==> run_1/io_placement.png <==
Scale bar: 20 µm. Pins as bars across the die edge, other pins in gray.
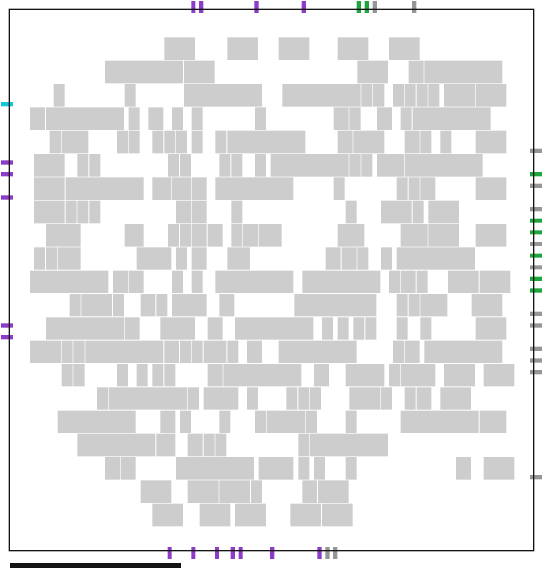
==> run_1/cell_density.png <==
6 x 6 tiles, from white (low) to dark blue (high), 0 to 100% covered.
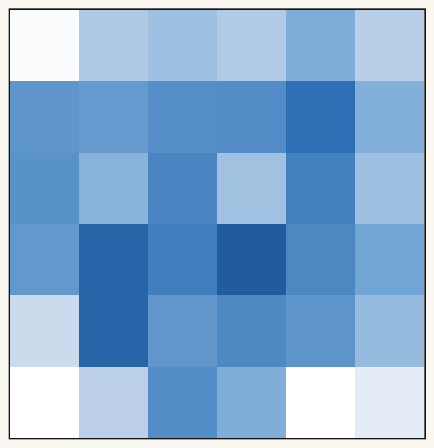
==> run_1/detail.png <==
Region (36, 37) to (56, 57) µm. Cells in gray, sequential cells in the stronger gray; small squares are vias.
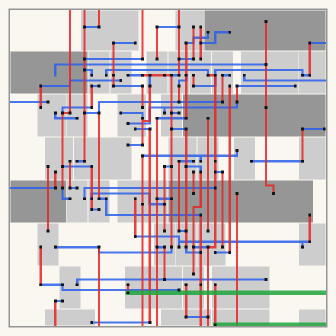
==> run_1/sizes.png <==
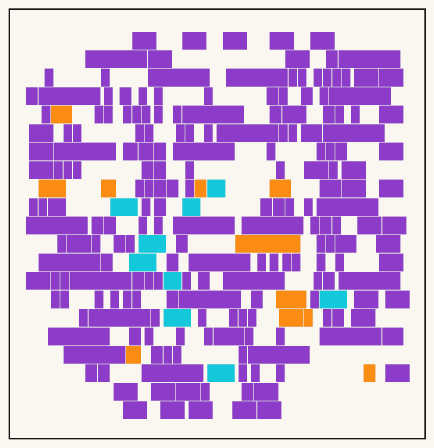
[src/rtl/galois_lfsr_stream.sv]
// Galois LFSR PRBS source: W-bit register, N bits per beat, runtime seed load, valid/ready output.
// Latency: one cycle in INIT after reset or seed_load, then one beat per clock with zero bubbles.
// Backpressure: a presented beat is held (data and LFSR frozen) until out_valid && out_ready.
//
// Ports:
//   clk, reset_n          clock, asynchronous active-low reset
//   enable                permits generation of new beats (never drops a presented beat)
//   seed_load, seed_value single-cycle reload request; zero seed is replaced by 1
//   out_data/out_valid    registered beat, out_data[N-1] is the oldest bit
//   out_ready             consumer accept
//   seed_err              one-cycle pulse after a zero seed was replaced
//   beat_count            accepted beats since reset or seed_load, wraps
//   lfsr_state            current LFSR register (debug)
module galois_lfsr_stream #(
    parameter int                    LFSR_WIDTH  = 8,
    parameter logic [LFSR_WIDTH-1:0] LFSR_POLY   = 8'h1D,
    parameter logic [LFSR_WIDTH-1:0] LFSR_SEED   = {{(LFSR_WIDTH-1){1'b0}}, 1'b1},
    parameter int                    OUT_BITS    = 1,
    parameter int                    COUNT_WIDTH = 16
) (
    input  logic                   clk,
    input  logic                   reset_n,
    input  logic                   enable,
    input  logic                   seed_load,
    input  logic [LFSR_WIDTH-1:0]  seed_value,
    output logic [OUT_BITS-1:0]    out_data,
    output logic                   out_valid,
    input  logic                   out_ready,
    output logic                   seed_err,
    output logic [COUNT_WIDTH-1:0] beat_count,
    output logic [LFSR_WIDTH-1:0]  lfsr_state
);

    localparam logic [LFSR_WIDTH-1:0]  LFSR_ONE = {{(LFSR_WIDTH-1){1'b0}}, 1'b1};
    localparam logic [COUNT_WIDTH-1:0] CNT_ONE  = {{(COUNT_WIDTH-1){1'b0}}, 1'b1};

    // ------------------------------------------------------------------
    // Elaboration-time parameter checks
    // ------------------------------------------------------------------
    if (LFSR_WIDTH < 2 || LFSR_WIDTH > 32) begin : g_bad_width
        $error("galois_lfsr_stream: LFSR_WIDTH must be 2..32");
    end
    if (OUT_BITS < 1 || OUT_BITS > LFSR_WIDTH) begin : g_bad_out_bits
        $error("galois_lfsr_stream: OUT_BITS must be 1..LFSR_WIDTH");
    end
    if (LFSR_SEED == '0) begin : g_bad_seed
        $error("galois_lfsr_stream: LFSR_SEED must be nonzero");
    end
    if (LFSR_POLY[0] != 1'b1) begin : g_bad_poly
        $error("galois_lfsr_stream: LFSR_POLY bit 0 must be 1");
    end
    if (COUNT_WIDTH < 1) begin : g_bad_count
        $error("galois_lfsr_stream: COUNT_WIDTH must be at least 1");
    end

    typedef enum logic [0:0] {
        ST_INIT = 1'b0,
        ST_RUN  = 1'b1
    } state_t;

    // ------------------------------------------------------------------
    // State
    // ------------------------------------------------------------------
    state_t                 state_q,      state_d;
    logic [LFSR_WIDTH-1:0]  lfsr_q,       lfsr_d;
    logic [OUT_BITS-1:0]    out_data_q,   out_data_d;
    logic                   out_valid_q,  out_valid_d;
    logic                   seed_err_q,   seed_err_d;
    logic [COUNT_WIDTH-1:0] beat_count_q, beat_count_d;

    // ------------------------------------------------------------------
    // Combinational N-step unroll of the Galois register.
    // Each step shifts left and, if the bit leaving the top was 1, folds the
    // tap mask back in. The bit leaving the top is the output bit, so the
    // first step's bit lands in the MSB of the beat.
    // ------------------------------------------------------------------
    logic [OUT_BITS-1:0]   beat_dat;
    logic [LFSR_WIDTH-1:0] beat_next;

    always_comb begin : beat_unroll
        logic [LFSR_WIDTH-1:0] s;
        s        = lfsr_q;
        beat_dat = '0;
        for (int i = 0; i < OUT_BITS; i++) begin
            beat_dat[OUT_BITS-1-i] = s[LFSR_WIDTH-1];
            s = {s[LFSR_WIDTH-2:0], 1'b0} ^ (s[LFSR_WIDTH-1] ? LFSR_POLY : '0);
        end
        beat_next = s;
    end

    // ------------------------------------------------------------------
    // Handshake and next-state logic
    // ------------------------------------------------------------------
    logic seed_zero;
    logic accept;
    logic gen_beat;

    assign seed_zero = (seed_value == '0);
    assign accept    = out_valid_q && out_ready;
    // A new beat may be produced only into an empty or draining output slot.
    assign gen_beat  = (state_q == ST_RUN) && enable && (!out_valid_q || out_ready);

    always_comb begin
        state_d      = state_q;
        lfsr_d       = lfsr_q;
        out_data_d   = out_data_q;
        out_valid_d  = out_valid_q;
        seed_err_d   = 1'b0;
        beat_count_d = beat_count_q;

        if (seed_load) begin
            // Reload wins over everything: any pending beat is discarded and a
            // coincident handshake is not counted.
            lfsr_d       = seed_zero ? LFSR_ONE : seed_value;
            seed_err_d   = seed_zero;
            out_valid_d  = 1'b0;
            beat_count_d = '0;
            state_d      = ST_INIT;
        end else begin
            if (accept) begin
                beat_count_d = beat_count_q + CNT_ONE;
            end

            case (state_q)
                ST_INIT: begin
                    state_d = ST_RUN;
                end
                ST_RUN: begin
                    if (gen_beat) begin
                        out_data_d  = beat_dat;
                        out_valid_d = 1'b1;
                        lfsr_d      = beat_next;
                    end else if (accept) begin
                        out_valid_d = 1'b0;
                    end
                end
                default: begin
                    state_d = ST_INIT;
                end
            endcase
        end
    end

    always_ff @(posedge clk or negedge reset_n) begin
        if (!reset_n) begin
            state_q      <= ST_INIT;
            lfsr_q       <= LFSR_SEED;
            out_data_q   <= '0;
            out_valid_q  <= 1'b0;
            seed_err_q   <= 1'b0;
            beat_count_q <= '0;
        end else begin
            state_q      <= state_d;
            lfsr_q       <= lfsr_d;
            out_data_q   <= out_data_d;
            out_valid_q  <= out_valid_d;
            seed_err_q   <= seed_err_d;
            beat_count_q <= beat_count_d;
        end
    end

    assign out_data   = out_data_q;
    assign out_valid  = out_valid_q;
    assign seed_err   = seed_err_q;
    assign beat_count = beat_count_q;
    assign lfsr_state = lfsr_q;

endmodule

[config.mk]
export PLATFORM = sky130hd
export DESIGN_NAME = galois_lfsr_stream
export DESIGN_NICKNAME = d
export VERILOG_FILES = /design/src/rtl/galois_lfsr_stream.sv
export SDC_FILE = /design/constraint.sdc
export NUM_CORES = 1
export LEC_CHECK = 0
export ABC_AREA = 1
export CAP_MARGIN = 20
export CORE_AREA = 2 2 59 61
export DETAILED_ROUTE_END_ITERATION = 7
export DIE_AREA = 0 0 61 63
export GPL_TIMING_DRIVEN = 0
export HOLD_SLACK_MARGIN = 0.06
export PLACE_DENSITY_LB_ADDON = 0.3
export SLEW_MARGIN = 20
export SYNTH_ARGS = -nofsm -noshare
export SYNTH_HDL_FRONTEND = slang
export SYNTH_SLANG_ARGS = --single-unit
[constraint.sdc]
create_clock -name clk -period 1.6 [get_ports clk]
set_input_delay 0.16 -clock clk [delete_from_list [all_inputs] [get_ports clk]]
set_output_delay 0.16 -clock clk [all_outputs]
set_load 0.01 [all_outputs]
==> results_dict.tcl, run 1 <==
# flow metrics
set metrics [dict create \
    path_max_fanout 6 \
    startpoint "beat_count[3]$_DFFE_PN0P_" \
    syn_nets 194 \
    crit_slowest_cell "clkdlybuf4s50_1" \
    required_ns 1.44 \
    r2r-start "beat_count[0]$_DFFE_PN0P_" \
    gr-usage-met2 0.2903 \
    core_um2 3232 \
    pre_cts_ws_ns 0.04067 \
    fin_area_um2 1909 \
    ys_ff 28 \
    ys_sh_xor 0.01836 \
    hold_path_class "input port to async pin" \
    routabilityCongestion 0.7978 \
    postSynthAreaPerCell_um2 7.952 \
    min_period_ns 1.507 \
    antenna_left 0 \
    post_cts_buffers 0 \
    insertion_delay_ns 0.32 \
    viasPerCell 4.859 \
    ios 40 \
    outcome "finished clean" \
    grt_pass1_vias 1263 \
    cts_resized 1 \
    arrival_ns 1.35 \
    crit_type "flop to primary output" \
    fa_ha_area_frac 0.008741 \
    top_logic_kind "simple AND/OR/NAND/NOR gates" \
    path_clk_slew_ns 0.14 \
    n_clock_buffer 4 \
    crit_path_cell_trace "clkdlybuf4s50_1" \
    use_met3 0.03106 \
    io_buffers 39 \
    timing.rr.end "beat_count[12]$_DFFE_PN0P_" \
    slew_headroom 0.5848 \
    drtIter0Drc 52 \
    routedWlPerCell_um 11.38 \
    post-route-period-util 0.9420 \
    synth_cell_types 25 \
    logic_gates 132 \
]
-- io_placement.png (at the start) --
beat_count: shown in purple, pins 16, direction output, edge 7 bottom, 5 left, 4 top. seed_value: shown in green, pins 8, direction input, edge 6 right, 2 top. clk: shown in cyan, pins 1, direction input, edge left.
All pins by edge: 17 right, 9 bottom, 8 top, 6 left.

-- cell_density.png (at the start) --
The fullest tile reaches 83%. The mean over all tiles is 48%. 8.3% of the tiles are over 75% full. 5.6% of the tiles are nearly empty. The emptiest ninth of the die: bottom right.

-- detail.png (at the start) --
metal 1: shown in blue. metal 2: shown in red. metal 3: shown in green.
Most frequent: nand2_1 (15), nand3_1 (5), clkdlybuf4s50_1 (5). Sequential cells in the window: 4. Netlist names of flops here include lfsr_state (4). 33 logic cells have their middle in the window.

-- sizes.png (at the start) --
_0 and _1 cells: shown in purple, cells 204, most used nand2_1. _3 and _4 cells: shown in cyan, cells 9, most used nor2_4. _2 cells: shown in orange, cells 11.

-- run 1: power breakdown --
part           internal, mW  switching, mW  total [mW]
Sequential            0.743         0.0264       0.769
Clock                0.0973          0.194       0.291
Combinational         0.111          0.107       0.218
-- run 1: placed cells by master, fill, tap and decap left out --
cell type	count
nand3_1	15
dlygate4sd2_1	1
nor3b_1	1
clkdlybuf4s50_1	37
inv_2	1
nand4_1	2
a21oi_2	1
ha_1	1
buf_2	2
a31oi_2	1
o21ai_0	6
nor2_1	23
clkbuf_4	3
nand2_4	1
dfrtp_1	27
nand2_2	2
dlygate4sd3_1	1
clkinv_1	1
nand3_2	1
xor2_1	3
o21bai_2	1
nand2_1	55
dfstp_2	1
nor3_1	3
nor2_4	5
clkbuf_1	3
inv_1	15
nor2b_2	1
a21oi_1	10
## Run 2: what changed since run 1
--- a/config.mk
+++ b/config.mk
@@ -6,7 +6,7 @@
 export NUM_CORES = 1
 export LEC_CHECK = 0
 export ABC_AREA = 1
-export CAP_MARGIN = 20
+export CAP_MARGIN = 25
 export CORE_AREA = 2 2 59 61
 export DETAILED_ROUTE_END_ITERATION = 7
 export DIE_AREA = 0 0 61 63
==> run_2/io_placement.png <==
Scale bar: 20 µm. Pins as bars across the die edge, other pins in gray.
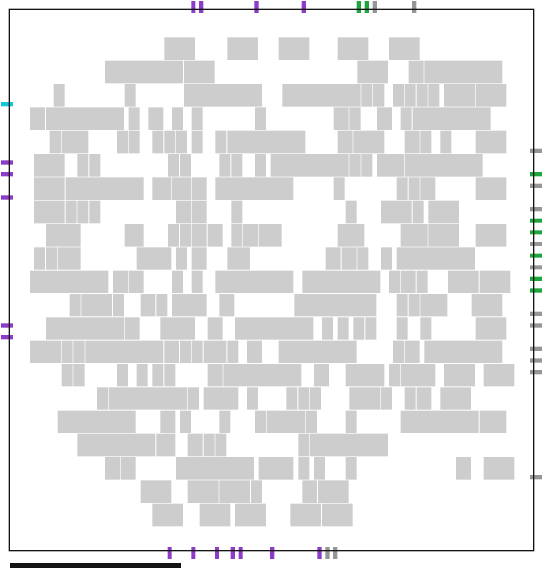
beat_count: shown in purple, pins 16, direction output, edge 7 bottom, 5 left, 4 top. seed_value: shown in green, pins 8, direction input, edge 6 right, 2 top. clk: shown in cyan, pins 1, direction input, edge left.

==> results_dict.tcl, run 2 <==
# flow metrics
set metrics [dict create \
    n_clock_buffer 4 \
    pre_cts_ws_ns 0.04067 \
    min_period_ns 1.507 \
    required_ns 1.44 \
    post-route-period-util 0.9420 \
    synth_cell_types 25 \
    routabilityCongestion 0.7978 \
    grt_pass1_vias 1263 \
    antenna_left 0 \
    power_leader "registers" \
    final_common_cell "nand2_1" \
    drtIter0Drc 52 \
    io_buffers 39 \
    p_clk_frac 0.228 \
    ys_ff 28 \
    outcome "finished clean" \
    ios 40 \
    seq_cell_power_mw 0.769 \
    crit_path_cell_trace "clkdlybuf4s50_1" \
    combinationalPowerShare 0.171 \
    seq_power_share 0.602 \
    slew_headroom 0.5848 \
    powerComb_mw 0.218 \
    intPower_mw 0.9516 \
    path_clk_slew_ns 0.14 \
    path_max_fanout 6 \
    crit_type "flop to primary output" \
    core_um2 3232 \
    cts_resized 1 \
    hold_path_class "input port to async pin" \
    insertion_delay_ns 0.32 \
    r2r-start "beat_count[0]$_DFFE_PN0P_" \
]
==> run_2/placement.png <==
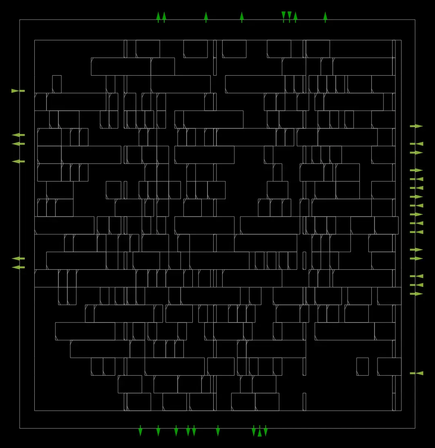
cell row count: 21
Final Util: 0.5908
Non-Filler Instances: 270
Seq/total area: 0.3676

==> run 2: cell counts in the layout (fill, tap and decap cells not counted) <==
Identical to the previous run, type by type.
==> run 2: metal layers <==
metal,vias up,track usage,share of wire
met2,25,0.2903,0.49
met3,2,0.03106,0.047
met4,0,0.04891,0.0049
met5,-,0,0
met1,625,0.2337,0.45
li1,660,-,-
==> run 2: cell families (layout without fill, tap and decap cells) <==
group | Yosys count | in the layout | share of synthesized area
AND-OR/OR-AND | 19 | 19 | 0.07867
XOR/XNOR | 3 | 3 | 0.01836
adder cells (fa/ha/maj) | 1 | 1 | 0.008740
buffers and inverters | 20 | 64 | 0.05331
flip-flops | 28 | 28 | 0.4904
AND/OR/NAND/NOR | 109 | 109 | 0.3505
Power figures rest on the tool's default switching activity, not on a simulated workload.
